Run 1, wiring heat map:
Bar = 50 µm. 31 x 31 tiles, from black (low) to pale yellow (high), scaled to the fullest tile. Values are wire area over tile area, all layers added.
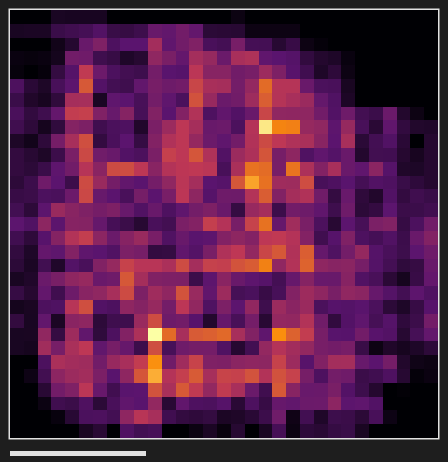
Run 1, metal 2:
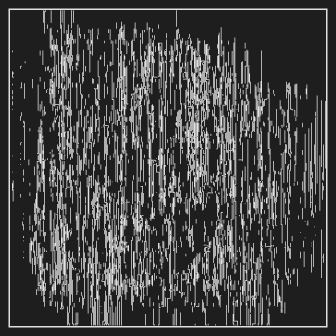
Run 1, signal wires on met1:
Bar = 50 µm.
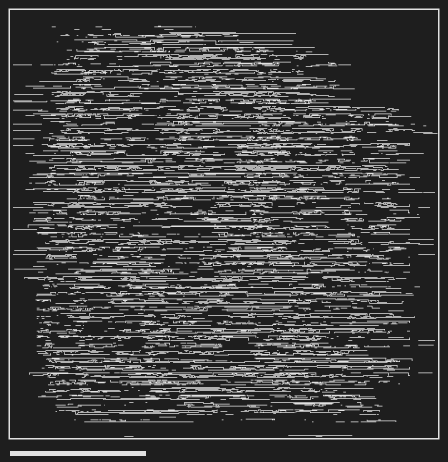
File: src/rtl/div.sv
// Multi-cycle 32-bit divider for the EX stage: restoring shift-subtract, one
// quotient bit per cycle, signed or unsigned, result {remainder, quotient}.
module div (
  input  logic        clk,
  input  logic        rst,
  input  logic        signed_div_i,
  input  logic [31:0] opdata1_i,
  input  logic [31:0] opdata2_i,
  input  logic        start_i,
  input  logic        annul_i,
  output logic [63:0] result_o,
  output logic        ready_o
);

  typedef enum logic [1:0] {FREE, BYZERO, ON, END} state_t;

  state_t      state;
  logic [5:0]  cnt;
  logic [63:0] work;     // {partial remainder, dividend bits shifting out / quotient shifting in}
  logic [31:0] dvsr;
  logic        neg_q, neg_r;

  logic        s1, s2;
  logic [32:0] top;
  logic [31:0] diff, q_fix, r_fix;
  logic        ge;

  function automatic logic [31:0] neg32(input logic [31:0] x);
    return ~x + 32'd1;
  endfunction

  always_comb begin
    s1    = signed_div_i & opdata1_i[31];
    s2    = signed_div_i & opdata2_i[31];
    // remainder is always < divisor, so a set top[32] guarantees the subtract fits
    top   = work[63:31];
    ge    = top >= {1'b0, dvsr};
    diff  = top[31:0] - dvsr;
    q_fix = neg_q ? neg32(work[31:0])  : work[31:0];
    r_fix = neg_r ? neg32(work[63:32]) : work[63:32];
  end

  always_ff @(posedge clk) begin
    if (rst) begin
      state    <= FREE;
      cnt      <= 6'd0;
      ready_o  <= 1'b0;
      result_o <= 64'h0;
      work     <= 64'h0;
      dvsr     <= 32'h0;
      neg_q    <= 1'b0;
      neg_r    <= 1'b0;
    end else begin
      case (state)
        FREE: begin
          ready_o  <= 1'b0;
          result_o <= 64'h0;
          if (start_i && !annul_i) begin
            work  <= {32'h0, s1 ? neg32(opdata1_i) : opdata1_i};
            dvsr  <= s2 ? neg32(opdata2_i) : opdata2_i;
            neg_q <= s1 ^ s2;
            neg_r <= s1;
            cnt   <= 6'd0;
            state <= (opdata2_i == 32'h0) ? BYZERO : ON;
          end
        end
        BYZERO: begin
          // ready is raised by END itself, giving the zero-divisor path its extra cycle
          result_o <= 64'h0;
          ready_o  <= 1'b0;
          state    <= annul_i ? FREE : END;
        end
        ON: begin
          if (annul_i) begin
            state <= FREE;
          end else if (cnt == 6'd32) begin
            result_o <= {r_fix, q_fix};
            ready_o  <= 1'b1;
            state    <= END;
          end else begin
            work <= ge ? {diff, work[30:0], 1'b1} : {work[62:0], 1'b0};
            cnt  <= cnt + 6'd1;
          end
        end
        END: begin
          if (start_i) begin
            ready_o <= 1'b1;
          end else begin
            ready_o  <= 1'b0;
            result_o <= 64'h0;
            state    <= FREE;
          end
        end
        default: state <= FREE;
      endcase
    end
  end

endmodule

File: config.mk
export PLATFORM = sky130hd
export DESIGN_NAME = div
export DESIGN_NICKNAME = d
export VERILOG_FILES = /design/src/rtl/div.sv
export SDC_FILE = /design/constraint.sdc
export NUM_CORES = 1
export LEC_CHECK = 0
export CAP_MARGIN = 20
export CORE_MARGIN = 5
export CORE_UTILIZATION = 50
export DETAILED_ROUTE_END_ITERATION = 10
export PLACE_DENSITY_LB_ADDON = 0.15
export SLEW_MARGIN = 20
export SYNTH_ARGS = -nofsm -noshare
export SYNTH_HDL_FRONTEND = slang
export SYNTH_SLANG_ARGS = --single-unit
File: constraint.sdc
create_clock -name clk -period 4.6 [get_ports clk]
set_clock_uncertainty 0.15 [all_clocks]
set_input_delay 0.92 -clock clk [delete_from_list [all_inputs] [get_ports clk]]
set_output_delay 0.92 -clock clk [all_outputs]
set_load 0.05 [all_outputs]
==> flow_summary.json, run 1 <==
{
  "crit_path_max_fanout": 21,
  "status": "completed",
  "tapCellCount": 280,
  "seq_power_share_pct": 30.0,
  "top_logic_kind": "AND-OR/OR-AND gates",
  "syn_to_final_growth_pct": 19.8,
  "synthAoiAreaFrac_pct": 22.7,
  "ys_cells": 1433,
  "path_buffers": 1,
  "crit_type": "reg2reg",
  "fp-row-count": 54,
  "clock_path_buffers": 2,
  "cts_buffers": 17,
  "clockRootBuffer": "clkbuf_16",
  "drt_iter0_drc": 1021,
  "synthXorXnorAreaFrac_pct": 11.9,
  "fin_cells": 1816,
  "hold_start": "result_o[58]$_SDFFE_PP0P_",
  "slew_headroom_pct": 35.6,
  "power.internal_mw": 3.44,
  "drt-pass1-iter-count": 7,
  "fmax_ghz": 0.249,
  "required_ps": 4760,
  "arrival_ps": 4180,
  "setup_viol": 0,
  "drtAntennaViolNets": 0,
  "whs_endpoint": "result_o[58]$_SDFFE_PP0P_",
  "yosys-top-cells-area": "dfxtp_1, xnor2_1, nand2_1",
  "dr_wl_met3_mm": 2.08,
  "drc_errors": 0
}
Notes on 'wiring heat map' above:
8.4% of the tiles are over half the peak. 12% of the tiles are nearly empty. The fullest tile reaches 0.79. The densest ninth of the die: center. The emptiest ninth of the die: north-east.

Notes on 'metal 2' above:
The longest straight run is 57.1 µm. 1260 nets have wire on it. The wires run mostly vertical.

Notes on 'signal wires on met1' above:
The layer holds 50% of the routed length. 1500 nets have wire on it. The layer carries 15500 µm of wire. The longest straight run is 48.8 µm. The wires run mostly horizontal.

==> run 1: cell usage in the layout, fill, tap and decap left out, types with 4 or more instances in the layout <==
master           netlist  final
nand4_1               11     11
inv_1                 61     61
a211oi_1              28     28
a32oi_1                6      6
nor4b_1                4      4
a21o_1                18     18
ha_1                  41     40
or4_4                  4      4
mux2i_1               25     25
nand2b_1              13     13
nor4_1                10     10
nand2_1              214    213
nor2_1               130    129
o21bai_1               6      6
xor2_1                49     49
dfxtp_1              171    170
clkbuf_16              0     17
a22oi_1               36     36
xnor2_1               99     99
o31ai_1               24     24
buf_4                  0     21
and3_1                 9      9
o21a_1                 9      9
or2_2                  6      6
or3_1                 13     13
a21oi_1               92     92
a31oi_1               16     16
nor2b_1                6      6
o21ai_0              100    100
a311oi_1               6      6
nand3_1               42     42
o211ai_1               4      4
nor3_1                26     25
or4_1                 10     10
clkdlybuf4s50_1        0    132
inv_8                  0      5
and2_1                 6      6
a222oi_1               4      4
o41ai_1                9      9
o21ai_1                9      8
==> run 1: state kept, by name, indices dropped and copies added, names as in the netlist <==
register and count:
work 64, result_o 64, cnt 6, state 2, dvsr 32, neg_r 1, ready_o 1, neg_q 1
==> run 1: worst register-to-register path, cell delays in order (launching register included) <==
cell       delay, ps
dfxtp_1          360
ha_1             460
a21oi_1          170
o21ai_0          360
o21ai_0          230
or3_1            360
o21a_1           210
a2111oi_0        550
a311o_2          490
buf_12           240
mux2i_1          230
o21ai_0           90
==> run 1: metal layers <==
layer  GRT usage [%]  vias up
met5               0        -
met4            5.90        0
met3            3.90       31
met2            36.9      398
met1            38.2     4823
li1                -     5259
==> run 2: changes to the inputs <==
CELL_PAD_IN_SITES_DETAIL_PLACEMENT = 1   (was unset)
CELL_PAD_IN_SITES_GLOBAL_PLACEMENT = 2   (was unset)
CORE_UTILIZATION = 33   (was 50)
==> run 2 against run 1 <==
Against the previous run: register-to-register slack improved by 220 ps; wire length rose by 23%; combinational power rose by 4%; die size rose by 48%; area after synthesis did not move; synthesized cell count did not move; via count fell by 0.85%; clock power rose by 3%; sequential power barely moved; worst hold slack improved by 1.1 ps; core utilization fell by 19 points; first-iteration DRC count fell by 45%.
==> flow_summary.json, run 2 <==
{
  "status": "completed",
  "dpl_cell_area_mm2": 0.0126,
  "crit_type": "reg2reg",
  "fp-row-count": 66,
  "hold_start": "dvsr[31]$_SDFFE_PP0P_",
  "layout_top_cells": "nand2_1, dfxtp_1, clkdlybuf4s50_1, nor2_1, o21ai_0",
  "cts_tree": "yes",
  "drc_errors": 0,
  "yosys-top-cells-area": "dfxtp_1, xnor2_1, nand2_1",
  "setup_viol": 0,
  "cts_buffers": 17,
  "largestRegisters": "result_o x64, work x64, dvsr x32",
  "arrival_ps": 3960,
  "clock_path_buffers": 2,
  "required_ps": 4770,
  "drt_iter0_drc": 561,
  "seq_power_share_pct": 29.2,
  "logic_area_mm2": 0.00691,
  "utilization_pct": 40.7,
  "clockRootBuffer": "clkbuf_16",
  "ys_cells": 1433,
  "power.internal_mw": 3.43,
  "crit_path_max_fanout": 23,
  "syn_to_final_growth_pct": 22.0,
  "final_layout_top_logic_cell": "nand2_1",
  "fmax_ghz": 0.264,
  "end_kind": "register",
  "slew_headroom_pct": 39.9,
  "syn_area_mm2": 0.0109
}
run 2: logic make-up (layout without fill, tap and decap cells):
kind of cell | after synthesis | after routing | share of synthesized area [%]
xor+xnor | 148 | 148 | 11.9
mux | 25 | 25 | 2.30
simple gates | 516 | 516 | 21.7
buf+inv | 144 | 252 | 5.01
flops | 171 | 171 | 31.5
fa+ha+maj | 42 | 42 | 4.91
compound gates | 387 | 387 | 22.7
run 2: cell type report:
type,instances,share of cell area (%)
inverters,61,1.73
flip-flops and latches,171,25.8
clock buffers,17,3.21
multi-input cells,1118,52.2
clock inverters,15,1.36
well taps,442,4.17
repair buffers,159,11.5
run 2: stage by stage:
| step | power [mW] | hold WS, ps | std cells |
|---|---|---|---|
| global route | 6.66 | 331 | 1983 |
| detailed placement | 4.79 | 295 | 1951 |
| CTS | 6.29 | 308 | 1983 |
| finish | 6.24 | 303 | 1983 |
| floorplan | 3.85 | 282 | 1433 |
| global placement | 4.77 | 288 | 1951 |
run 2: critical path, stage by stage (launching register included):
cell       delay, ps
dfxtp_1          360
ha_1             460
a21oi_1          140
o21ai_0          290
o21ai_0          210
or3_1            370
o21a_1           210
a2111oi_0        560
a311o_2          220
buf_4            360
mux2i_1          230
o21ai_0           90
run 2: per-layer routing:
layer / up-vias / global-route usage [%] / share of wire (%)
met1: 5010 / 32.9 / 55
met5: - / 0 / 0
met4: 0 / 3.78 / 0.66
met3: 13 / 2.47 / 3.3
met2: 174 / 30.9 / 41
li1: 5225 / - / -
run 2: power groups by stage:
stage | registers [mW] | clock network (mW) | logic, mW
floorplan | 1.84 | 0 | 2.02
global placement | 1.85 | 0 | 2.92
detailed placement | 1.85 | 0 | 2.94
CTS | 1.82 | 1.52 | 2.95
global route | 1.85 | 1.58 | 3.23
finish | 1.82 | 1.48 | 2.94
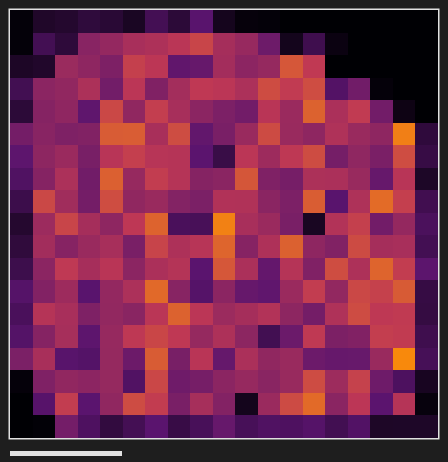
Run 2: placement density heat map
Bar = 50 µm. 19 x 19 tiles, from black (low) to pale yellow (high), 0 to 100% covered.
The mean over all tiles is 35%. 7.8% of the tiles are nearly empty. The emptiest ninth of the die: north-east. The fullest tile reaches 74%.

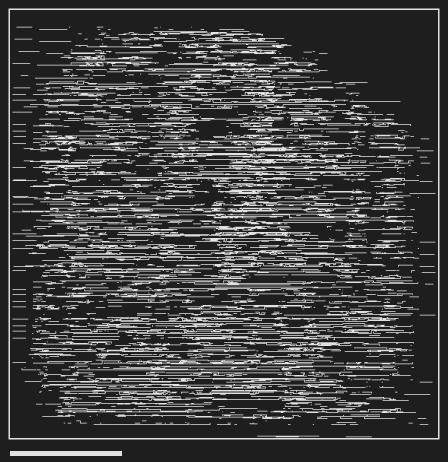
Run 2: signal wires on met1
Bar = 50 µm.
The layer holds 55% of the routed length. 1552 nets have wire on it.

No activity file was given, so power comes from the tool's default toggle rates.
